[src/rtl/fixed_pkg.sv]
// Shared definitions for the Precision/Fixed arithmetic blocks: divider FSM
// states and two's-complement saturation codes.
package fixed_pkg;

  typedef enum logic [1:0] {
    IDLE = 2'd0,
    CALC = 2'd1,
    DONE = 2'd2
  } state_t;

  // Largest positive code of a bits-wide word, zero-extended to 64 bits.
  function automatic logic [63:0] fixed_max(input int unsigned bits);
    return (64'd1 << (bits - 1)) - 64'd1;
  endfunction

  // Most negative code of a bits-wide word, as an unsigned 64-bit value.
  function automatic logic [63:0] fixed_min(input int unsigned bits);
    return 64'd1 << (bits - 1);
  endfunction

endpackage

[src/rtl/fixed_div_step.sv]
// One combinational restoring-division step: shift in the next dividend bit,
// subtract the divisor when it fits, and emit the quotient bit.
module fixed_div_step #(
  parameter int unsigned W = 8
) (
  input  logic [W-1:0] rem,
  input  logic [W-1:0] dvsr,
  input  logic         bit_in,
  output logic [W-1:0] rem_next,
  output logic         q_bit
);

  logic [W:0] trial;

  // Trial subtraction on the shifted remainder; restore when it would go negative.
  always_comb begin
    trial    = {rem, bit_in};
    q_bit    = (trial >= {1'b0, dvsr});
    rem_next = q_bit ? W'(trial - {1'b0, dvsr}) : trial[W-1:0];
  end

endmodule

[src/rtl/fixed_divide_seq.sv]
// Iterative signed fixed-point divider (Q(BITS-FRAC).FRAC) with valid/ready on
// both sides, divide-by-zero and overflow flags, and saturating result.
// Optional feature macro: FIXED_DIVIDE_ROUND_EN (round half away from zero).
module fixed_divide_seq #(
  parameter int unsigned BITS = 8,
  parameter int unsigned FRAC = 4
) (
  input  logic            clk,
  input  logic            rstn,
  input  logic            in_valid,
  output logic            in_ready,
  input  logic [BITS-1:0] a,
  input  logic [BITS-1:0] b,
  output logic            out_valid,
  input  logic            out_ready,
  output logic [BITS-1:0] c,
  output logic            ovf,
  output logic            dbz
);

  import fixed_pkg::*;

  localparam int unsigned DW = BITS + FRAC;
`ifdef FIXED_DIVIDE_ROUND_EN
  localparam int unsigned N  = DW + 1;
`else
  localparam int unsigned N  = DW;
`endif
  localparam int unsigned CW = $clog2(N + 1);
  localparam int unsigned MW = DW + 1;

  localparam logic [BITS-1:0] C_MAX   = BITS'(fixed_max(BITS));
  localparam logic [BITS-1:0] C_MIN   = BITS'(fixed_min(BITS));
  localparam logic [MW-1:0]   LIM_POS = MW'(fixed_max(BITS));
  localparam logic [MW-1:0]   LIM_NEG = MW'(fixed_min(BITS));

  state_t            state, state_next;
  logic [CW-1:0]     cnt;
  logic              sign;
  logic [BITS-1:0]   dvsr;
  logic [BITS-1:0]   rem;
  logic [DW-1:0]     divd;
  logic [N-1:0]      quo;

  logic              accept;
  logic              b_zero;
  logic              last_iter;
  logic [BITS-1:0]   abs_a;
  logic [BITS-1:0]   abs_b;
  logic [BITS-1:0]   dbz_code;
  logic [BITS-1:0]   rem_step;
  logic              q_bit;
  logic [N-1:0]      q_fin;
  logic [MW-1:0]     mag;
  logic [MW-1:0]     mag_neg;
  logic [BITS-1:0]   res_c;
  logic              res_ovf;

  // Single restoring step, reused every CALC cycle.
  fixed_div_step #(.W(BITS)) u_step (
    .rem      (rem),
    .dvsr     (dvsr),
    .bit_in   (divd[DW-1]),
    .rem_next (rem_step),
    .q_bit    (q_bit)
  );

  // Operand magnitudes and the divide-by-zero result code, taken at accept.
  always_comb begin
    b_zero   = (b == '0);
    abs_a    = a[BITS-1] ? (BITS'(~a) + BITS'(1)) : a;
    abs_b    = b[BITS-1] ? (BITS'(~b) + BITS'(1)) : b;
    dbz_code = (a == '0) ? '0 : (a[BITS-1] ? C_MIN : C_MAX);
  end

  // Final quotient magnitude, saturation check and sign application.
  always_comb begin
    last_iter = (cnt == CW'(N - 1));
    q_fin     = N'({quo, q_bit});
`ifdef FIXED_DIVIDE_ROUND_EN
    mag       = MW'(q_fin >> 1) + MW'(q_fin[0]);
`else
    mag       = MW'(q_fin);
`endif
    mag_neg   = MW'(0) - mag;
    res_ovf   = (mag > (sign ? LIM_NEG : LIM_POS));
    if (res_ovf) begin
      res_c = sign ? C_MIN : C_MAX;
    end else begin
      res_c = sign ? mag_neg[BITS-1:0] : mag[BITS-1:0];
    end
  end

  // FSM state register.
  always_ff @(posedge clk or negedge rstn) begin
    if (!rstn) begin
      state <= IDLE;
    end else begin
      state <= state_next;
    end
  end

  // Next state, input handshake.
  always_comb begin
    state_next = state;
    in_ready   = 1'b0;
    accept     = 1'b0;
    case (state)
      IDLE: begin
        in_ready = 1'b1;
        accept   = in_valid;
        if (in_valid) begin
          state_next = b_zero ? DONE : CALC;
        end
      end
      CALC: begin
        if (last_iter) begin
          state_next = DONE;
        end
      end
      DONE: begin
        in_ready = out_ready;
        accept   = out_ready && in_valid;
        if (out_ready) begin
          if (in_valid) begin
            state_next = b_zero ? DONE : CALC;
          end else begin
            state_next = IDLE;
          end
        end
      end
      default: begin
        state_next = IDLE;
      end
    endcase
  end

  // Datapath: load at accept, iterate in CALC, publish and hold the result.
  always_ff @(posedge clk or negedge rstn) begin
    if (!rstn) begin
      cnt       <= '0;
      sign      <= 1'b0;
      dvsr      <= '0;
      rem       <= '0;
      divd      <= '0;
      quo       <= '0;
      c         <= '0;
      ovf       <= 1'b0;
      dbz       <= 1'b0;
      out_valid <= 1'b0;
    end else if (accept) begin
      cnt  <= '0;
      sign <= a[BITS-1] ^ b[BITS-1];
      dvsr <= abs_b;
      rem  <= '0;
      divd <= DW'(abs_a) << FRAC;
      quo  <= '0;
      if (b_zero) begin
        c         <= dbz_code;
        ovf       <= 1'b0;
        dbz       <= 1'b1;
        out_valid <= 1'b1;
      end else begin
        dbz       <= 1'b0;
        out_valid <= 1'b0;
      end
    end else if (state == CALC) begin
      rem  <= rem_step;
      divd <= divd << 1;
      quo  <= q_fin;
      cnt  <= cnt + CW'(1);
      if (last_iter) begin
        c         <= res_c;
        ovf       <= res_ovf;
        dbz       <= 1'b0;
        out_valid <= 1'b1;
      end
    end else if (state == DONE && out_ready) begin
      out_valid <= 1'b0;
    end
  end

endmodule

[config.mk]
export PLATFORM = sky130hd
export DESIGN_NAME = fixed_divide_seq
export DESIGN_NICKNAME = d
export VERILOG_FILES = /design/src/rtl/fixed_pkg.sv /design/src/rtl/fixed_div_step.sv /design/src/rtl/fixed_divide_seq.sv
export SDC_FILE = /design/constraint.sdc
export NUM_CORES = 1
export LEC_CHECK = 0
export CAP_MARGIN = 20
export CORE_MARGIN = 4
export CORE_UTILIZATION = 53
export CTS_CLUSTER_DIAMETER = 40
export DETAILED_ROUTE_END_ITERATION = 6
export DONT_BUFFER_PORTS = 1
export PLACE_DENSITY = 0.68
export SYNTH_ARGS = -nofsm -noshare
export SYNTH_HDL_FRONTEND = slang
export SYNTH_SLANG_ARGS = --single-unit
[constraint.sdc]
create_clock -name clk -period 4 [get_ports clk]
set_clock_uncertainty 0.1 [all_clocks]
set_input_delay 0.8 -clock clk [delete_from_list [all_inputs] [get_ports clk]]
set_output_delay 0.8 -clock clk [all_outputs]
set_load 0.05 [all_outputs]
==> results.toml <==
# synthesis and place-and-route metrics
[outcome]
status = "finished, final reports clean"

[place]
dp_cells = 436
placedInstanceArea_sq_um = 3330
place_hpwl_um = 4950
gp_routability_congestion = 0.846
io_buffers = 0
place_worst_setup_slack_ns = 0.903

[worst_setup_path]
critical_path_buf_inv_count = 0
critical_path.top_delay_family = "AND-OR/OR-AND gates"
worstSetupStartpointType = "flop"
cp_max_fo = 14
timing.critical_path.arrival_ns = 3.24
setup.worst_path.end_class = "flop"
timing.critical_path.required_ns = 4.11
timing.critical_path.slowest_cell_delay_ns = 0.69
timing.critical_path.cells = "ha_1 -> a21oi_1 -> o221ai_1 -> a21oi_1 -> ha_1 -> nand4_1 -> nor2_1 -> o311ai_2 -> o21ai_0 -> a221o_1"
path_class = "flop to flop"
slowest_stage = "o311ai_2"

[yosys]
synth.cellmix.xorXnorShare_pct = 4.82
synth.top_cell.area_share_pct = 40.6
instance_tally_after_logic_synthesis = 375
synth_flops = 53
ys_area_sq_um = 3270
synth.mux.area_fraction_pct = 2.45
synth.top_cells.by_count = "dfrtp_1, o21ai_0, nand2_1"
yosys-stat-cells = 375
synth_area_leader_cell = "dfrtp_1"
ys.flop_type = "dfrtp_1"
compound_area_share_pct = 20.4
netlist_logic_family_top = "AND-OR/OR-AND gates"
top_area_cells_in_the_synthesized_netlist = "dfrtp_1, ha_1, o21ai_0"
synthSimpleGateAreaFrac_pct = 18.4
syn_nets = 416
yosys_warnings = 0
synth.lib_cells_used.distinct = 53
post-synth-top-count-cell = "dfrtp_1"
synth-adder-area-share_pct = 8.27
cell_area_after_synthesis_sq_um = 3270
synth_async_sr_flop_share_pct = 100
postSynthSeqShare_pct = 40.6

[cells_and_area]
final_design_area_no_fill_sq_um = 3430
final_layout_top_logic_cells = "dfrtp_1, o21ai_0, nand2_1"
comb_cells = 279
layout.non_clock_buffers = 6
mostFrequentLayoutCell = "dfrtp_1"
clock_cell_area_share_pct = 3.03
dominant-cell-class = "combinational gates"
area.share.combinational_pct = 51.8
nets_finish = 409
inverters_excl_clock = 23
data_buffer_area_share_pct = 1.31
layout.core_utilization_pct = 57.6
final.clkbuf_count = 5
antenna_cells_inserted = 0
seqAreaFraction_pct = 38.6
layout-area-overhead-vs-synth_pct = 5.02
seqCellArea_sq_um = 1330
final-comb-area_sq_um = 1780

[global_route]
globalRoute.totalOverflow = 0
grt-busiest-layer = "met2"
grt_antenna_before_repair = 0
first_global_vias = 2605
grt_pass1_wl_um = 12200
grt_util_met2_pct = 35.1
grt_util_all_layers_pct = 20.1
global_route.usage.met3_pct = 4.28
largest_net_degree_at_the_start_of_global_routing = 54
met1_usage_pct = 25.7

[power_and_ir_drop]
power.switching_w = 0.00146
largestPowerGroup = "combinational cells"
power.clock.fraction_pct = 11.6
power_combinational_w = 0.00158
combPwrFrac_pct = 51.2
power_sequential_w = 0.00114
vdd_drop_max_v = 0.000408
p_sw_share_pct = 47.3
p_leak_nw = 1.52

[floorplan]
n_tap_cell = 75
chipWidth_um = 86.5
pin_count = 32
chipArea_sq_um = 7490
floorplanUtilization_pct = 54.9

[timing]
maxSlewHeadroom_pct = 47.9
setup_total_negative_slack_ns = 0
postLayoutSetupSlackWorst_ns = 0.871
hold_slack_ns = 0.0702
layout_min_cycle_time_ns = 3.13
finalMaxSlewViolations = 0
post-route-period-util_pct = 78.2
hold_violations = 0
rsz_0062_raised_after_global_routing = "no"

[drt]
post_drt_via_cell_ratio = 5.93
met2_length_um = 3260
detailedRoute.firstIterationViolations = 103
met3_wirelength_um = 354
route.vias.total = 2627
highest_layer = "met4"
drt.antenna.violating_nets = 0
post_drt_wl_per_cell_um = 15.5
met1_wl_um = 3210

[clock_tree]
clock-root-buffer = "clkbuf_8"
clk_transition_reported_paths_ns = 0.10
cts_hold_buffers = 0
clockBufferDepth = 2
cts.htree.levels = 2
tritoncts = "built"
clkLatencyLatePin_ns = 0.31
post-cts-setup-buffers = 0
postCtsResizedCells = 0

[job]
tool_warnings = 26

[min_path]
worst_hold_path_type = "input pin to async pin"
[path summary, 6_finish.rpt]
| kind | from | endpoint | slack (ns) | cells past startpoint |
|---|---|---|---|---|
| worst max-delay path | rem[3] | c[2] | 0.87 | 10 |
| worst min-delay path | rstn | c[3] | 0.07 | 0 |
| worst max register to register | rem[3] | c[2] | 0.87 | 10 |
| worst min register to register | dvsr[7] | dvsr[7] | 0.39 | 2 |
| max in group asynchronous | rstn | quo[5] | 3.62 | 0 |
| min in group clk | dvsr[7] | dvsr[7] | 0.39 | 2 |
[flip-flops by register name, indices dropped and copies added, names as in the netlist]
signal / flops
c: 8
cnt: 4
dbz: 1
divd: 8
dvsr: 8
out_valid: 1
ovf: 1
quo: 11
rem: 8
sign: 1
state: 2
==> images/port_trees.png <==
Scale bar: 20 um.
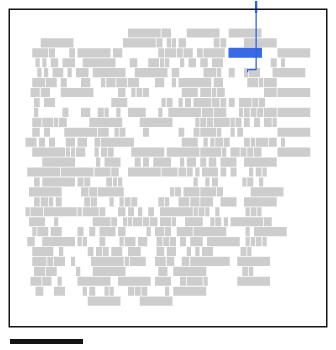
ovf: marked blue, direction output, edge north, end cells 1, wire 20.4 um.

==> images/ff_map.png <==
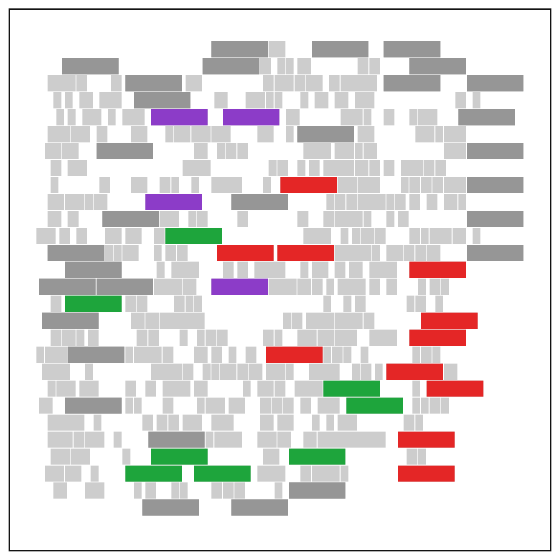
rem: marked green, flops 8. cnt: marked purple, flops 4. quo: marked red, flops 11.

==> images/placed.png <==
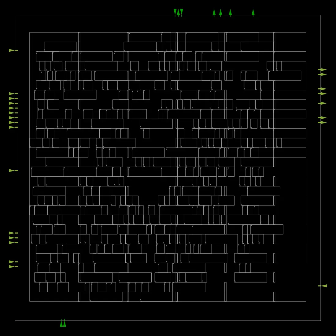
non-filler cells in the finished layout: 443
FF+latch count: 53
fillcell total: 543
cell row count: 28

==> images/m2.png <==
Scale bar: 20 um.
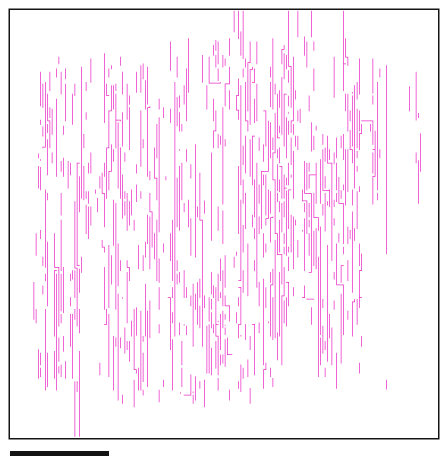
322 nets have wire on it. The layer carries 3260 um of wire. The longest straight run is 51.3 um.

==> images/layers.png <==
Two of the layers only.
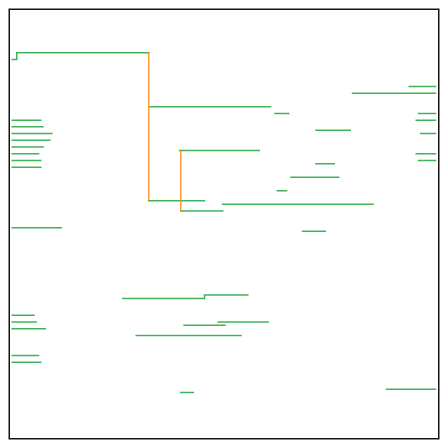
M4: marked orange, wire length 42.2 um. M3: marked green, wire length 354 um.

